### Placed standard cells

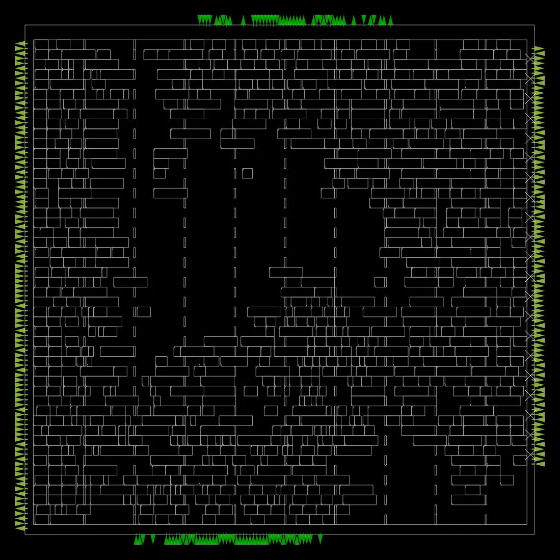
### Pin placement

Scale bar: 50 um. Pins as bars across the die edge, other pins in gray.
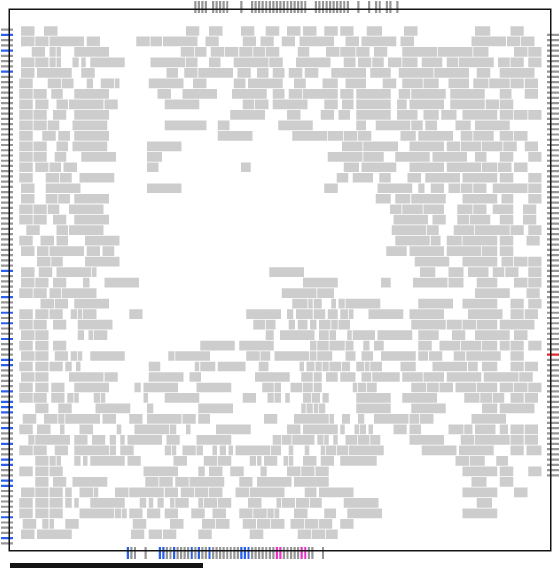
### Cell density map

The die is cut into 14 by 14 equal tiles; white is low, dark blue is high, 0 to 100% covered.
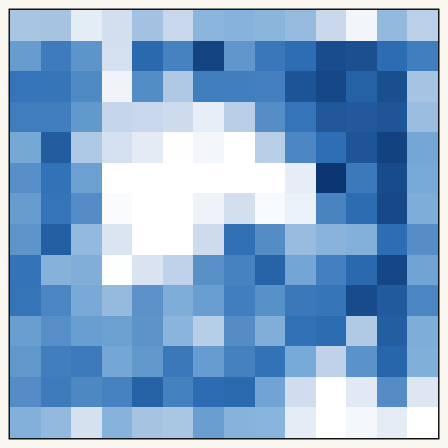
### Cells by drive strength

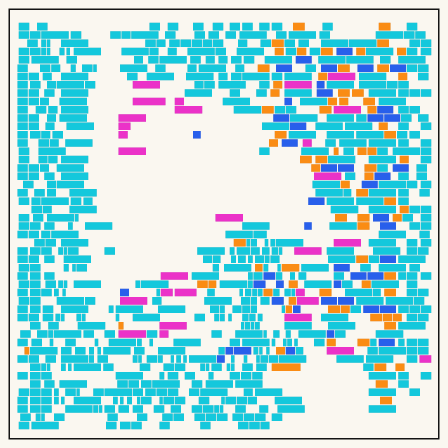
$ cat src/rtl/mips_cpu_bus_arbiter.sv
// mips_cpu_bus_arbiter
// Shares one Avalon-MM master port between the instruction-fetch port (read-only)
// and the data port (load/store). Only one transfer is in flight at a time. The
// winning command is registered and held through waitrequest. The winner gets a
// one-cycle ack. A watchdog aborts transfers that stay stalled too long.
module mips_cpu_bus_arbiter #(
    parameter bit          DATA_PRIORITY  = 1'b1,
    parameter int unsigned TIMEOUT_CYCLES = 256
) (
    input  logic        clk,
    input  logic        reset,
    input  logic        i_req,
    input  logic [31:0] i_addr,
    output logic        i_ack,
    output logic [31:0] i_rdata,
    input  logic        d_req,
    input  logic        d_we,
    input  logic [31:0] d_addr,
    input  logic [31:0] d_wdata,
    input  logic [3:0]  d_byteenable,
    output logic        d_ack,
    output logic [31:0] d_rdata,
    output logic [31:0] address,
    output logic        read,
    output logic        write,
    input  logic        waitrequest,
    output logic [31:0] writedata,
    output logic [3:0]  byteenable,
    input  logic [31:0] readdata,
    output logic        busy,
    output logic        timeout_err
);

    typedef enum logic [1:0] {IDLE = 2'd0, BUS = 2'd1, RESP = 2'd2} state_t;
    typedef enum logic {PORT_I = 1'b0, PORT_D = 1'b1} port_t;

    // Wide enough to hold TIMEOUT_CYCLES itself; one bit when the watchdog is off.
    localparam int WDOG_W = (TIMEOUT_CYCLES > 0) ? $clog2(TIMEOUT_CYCLES + 1) : 1;

    state_t            state;
    state_t            state_next;
    port_t             last_grant;   // also identifies the owner of the current transfer
    logic [WDOG_W-1:0] wdog;
    logic [WDOG_W-1:0] wdog_inc;
    logic              any_req;
    logic              pick_d;
    logic              timeout_hit;

    // Arbitration choice and watchdog terminal count.
    always_comb begin
        any_req     = i_req | d_req;
        // Data wins when it is the only requester, when it has fixed priority,
        // or (round-robin) when fetch held the previous grant.
        pick_d      = d_req & (~i_req | DATA_PRIORITY | (last_grant == PORT_I));
        wdog_inc    = wdog + WDOG_W'(1);
        timeout_hit = (TIMEOUT_CYCLES != 0) && waitrequest
                      && (wdog_inc == WDOG_W'(TIMEOUT_CYCLES));
    end

    // State register.
    // NOTE: sequential state uses non-blocking (<=) so every flop samples pre-edge values.
    always_ff @(posedge clk or negedge reset) begin
        if (!reset) state <= IDLE;
        else        state <= state_next;
    end

    // Next-state logic: IDLE -> BUS -> RESP -> IDLE.
    // NOTE: the default assignment first keeps this block free of inferred latches.
    always_comb begin
        state_next = state;
        unique case (state)
            IDLE:    if (any_req) state_next = BUS;
            BUS:     if (!waitrequest || timeout_hit) state_next = RESP;
            RESP:    state_next = IDLE;
            default: state_next = IDLE;
        endcase
    end

    // Decoded outputs: the ack belongs to whoever owns the transfer now in RESP.
    always_comb begin
        busy  = (state != IDLE);
        i_ack = (state == RESP) && (last_grant == PORT_I);
        d_ack = (state == RESP) && (last_grant == PORT_D);
    end

    // Registered Avalon command, watchdog, returned data and sticky error.
    always_ff @(posedge clk or negedge reset) begin
        if (!reset) begin
            address     <= '0;
            writedata   <= '0;
            byteenable  <= '0;
            read        <= 1'b0;
            write       <= 1'b0;
            i_rdata     <= '0;
            d_rdata     <= '0;
            timeout_err <= 1'b0;
            wdog        <= '0;
            last_grant  <= PORT_D;
        end else begin
            unique case (state)
                IDLE: begin
                    if (any_req) begin
                        wdog <= '0;
                        if (pick_d) begin
                            last_grant <= PORT_D;
                            address    <= d_addr;
                            writedata  <= d_wdata;
                            byteenable <= d_byteenable;
                            read       <= ~d_we;
                            write      <= d_we;
                        end else begin
                            last_grant <= PORT_I;
                            address    <= i_addr;
                            writedata  <= '0;
                            byteenable <= 4'b1111;
                            read       <= 1'b1;
                            write      <= 1'b0;
                        end
                    end
                end
                BUS: begin
                    if (!waitrequest) begin
                        // Writes complete without touching the requester's rdata.
                        if (read) begin
                            if (last_grant == PORT_D) d_rdata <= readdata;
                            else                      i_rdata <= readdata;
                        end
                        read  <= 1'b0;
                        write <= 1'b0;
                    end else if (timeout_hit) begin
                        if (last_grant == PORT_D) d_rdata <= '0;
                        else                      i_rdata <= '0;
                        read        <= 1'b0;
                        write       <= 1'b0;
                        timeout_err <= 1'b1;
                    end else begin
                        wdog <= wdog_inc;
                    end
                end
                default: ;
            endcase
        end
    end

endmodule
$ cat config.mk
export PLATFORM = sky130hd
export DESIGN_NAME = mips_cpu_bus_arbiter
export DESIGN_NICKNAME = d
export VERILOG_FILES = /design/src/rtl/mips_cpu_bus_arbiter.sv
export SDC_FILE = /design/constraint.sdc
export NUM_CORES = 1
export LEC_CHECK = 0
export CAP_MARGIN = 20
export CELL_PAD_IN_SITES_DETAIL_PLACEMENT = 0
export CELL_PAD_IN_SITES_GLOBAL_PLACEMENT = 1
export CORE_MARGIN = 2
export CORE_UTILIZATION = 35
export CTS_CLUSTER_SIZE = 12
export DETAILED_ROUTE_END_ITERATION = 7
export GPL_ROUTABILITY_DRIVEN = 0
export PLACE_DENSITY = 0.87
export REMOVE_ABC_BUFFERS = 1
export SETUP_SLACK_MARGIN = 0.3
export SLEW_MARGIN = 20
export SYNTH_ARGS = -nofsm -noshare
export SYNTH_HDL_FRONTEND = slang
export SYNTH_SLANG_ARGS = --single-unit
$ cat constraint.sdc
create_clock -name clk -period 3.9 [get_ports clk]
set_clock_uncertainty 0.05 [all_clocks]
set_input_delay 0.39 -clock clk [delete_from_list [all_inputs] [get_ports clk]]
set_output_delay 0.39 -clock clk [all_outputs]
set_load 0.01 [all_outputs]
==> impl_metrics.tcl <==
# collected from the flow reports
set metrics [dict create \
    critPathKind "reg -> reg" \
    fill_cells 1509 \
    top_usage_layer "met2" \
    seq-cell-share_pct 36.89 \
    buf_share_pct 28.48 \
    grtUsageMet2_pct 28.70 \
    drc 21 \
    cts_sinks 147 \
    start_kind "flip-flop" \
    maxCapViolCount 0 \
    die_area_mm2 0.01962 \
    yosysMostFrequentCell "dfrtp_1" \
    critPathMaxFanout 32 \
    drt-met1-wl_um 7216 \
    wl_um 16920 \
    yosysTopAreaCell "dfrtp_1" \
    dr_wl_met3_um 1579 \
    setup_viol 0 \
    synthXorXnorAreaFrac_pct 0.1351 \
    die_w_um 140.1 \
    ant_nets 0 \
    timing.hold.ws_ps -10.54 \
    holdCritPathClass "in -> async" \
    reg2reg_slack_ps 1010 \
    crit_family "simple AND/OR/NAND/NOR gates" \
    hold_buffers 0 \
    mux_area_share_pct 17.97 \
    vdd_ir_drop_max_mv 0.3065 \
    violations "design-rule violations, negative hold slack" \
    ff_type "dfrtp_1" \
    wl_per_cell_um 16.79 \
    grt_max_degree 96 \
    topRoutingLayerUsed "met4" \
    cp.required_ps 4150 \
    insertion_delay_ps 410 \
    worst_path_max_delay_cell "or3_2" \
    root_buffer "clkbuf_16" \
    status "finished with violations" \
    avgSynthCellArea_um2 13.04 \
    crit_path_start "wdog[0]$_DFFE_PN0P_" \
    hold_viol_final 7 \
]
Back to the opening pictures, 'Placed standard cells':
final cell count without fillers: 1008
final core utilization: 55.16%
Seq cells: 147
Rows: 49

Back to the opening pictures, 'Pin placement':
| color | port | pins | direction | edge |
|---|---|---|---|---|
| red | `timeout_err` | 1 | output | right |
| blue | `i_addr` | 32 | input | 22 left, 10 bottom |
| magenta | `byteenable` | 4 | output | bottom |
all pins by edge: 99 left, 85 right, 49 bottom, 43 top

Back to the opening pictures, 'Cell density map':
emptiest ninth of the die: middle
mean over tiles: 49%
tiles over 75% full: 17%
fullest tile: 98%

Back to the opening pictures, 'Cells by drive strength':
| color | size | cells | share |
|---|---|---|---|
| cyan | x1 and smaller | 630 | 81% |
| orange | x2 | 75 | 9.6% |
| magenta | x6 and larger | 28 | 3.6% |
| blue | x3 and x4 | 46 | 5.9% |

## cells in the final DEF, fill, tap and decap left out, types with 5 or more instances in the layout
cell	count
nand2_1	43
nand3_1	6
clkbuf_16	17
mux2_2	35
mux2_4	30
inv_6	5
and2b_2	28
clkdlybuf4s50_1	273
nor2_1	6
mux2i_1	32
buf_4	7
dfrtp_1	146
o21ai_0	40
a22o_1	34
## where the power goes
| part | internal [mW] | total (mW) | switching (mW) |
|---|---|---|---|
| Sequential | 2.19 | 2.59 | 0.407 |
| Clock | 0.895 | 1.58 | 0.680 |
| Combinational | 1.85 | 3.07 | 1.23 |
| Total | 4.93 | 7.24 | 2.31 |
## flip-flops by register name, summed over array words and instances (netlist names), 2 cells and up
name / cells
state: 2
d_rdata: 32
i_rdata: 32
wdog: 9
byteenable: 4
writedata: 32
address: 32
Power is estimated from default activity; no workload was simulated.
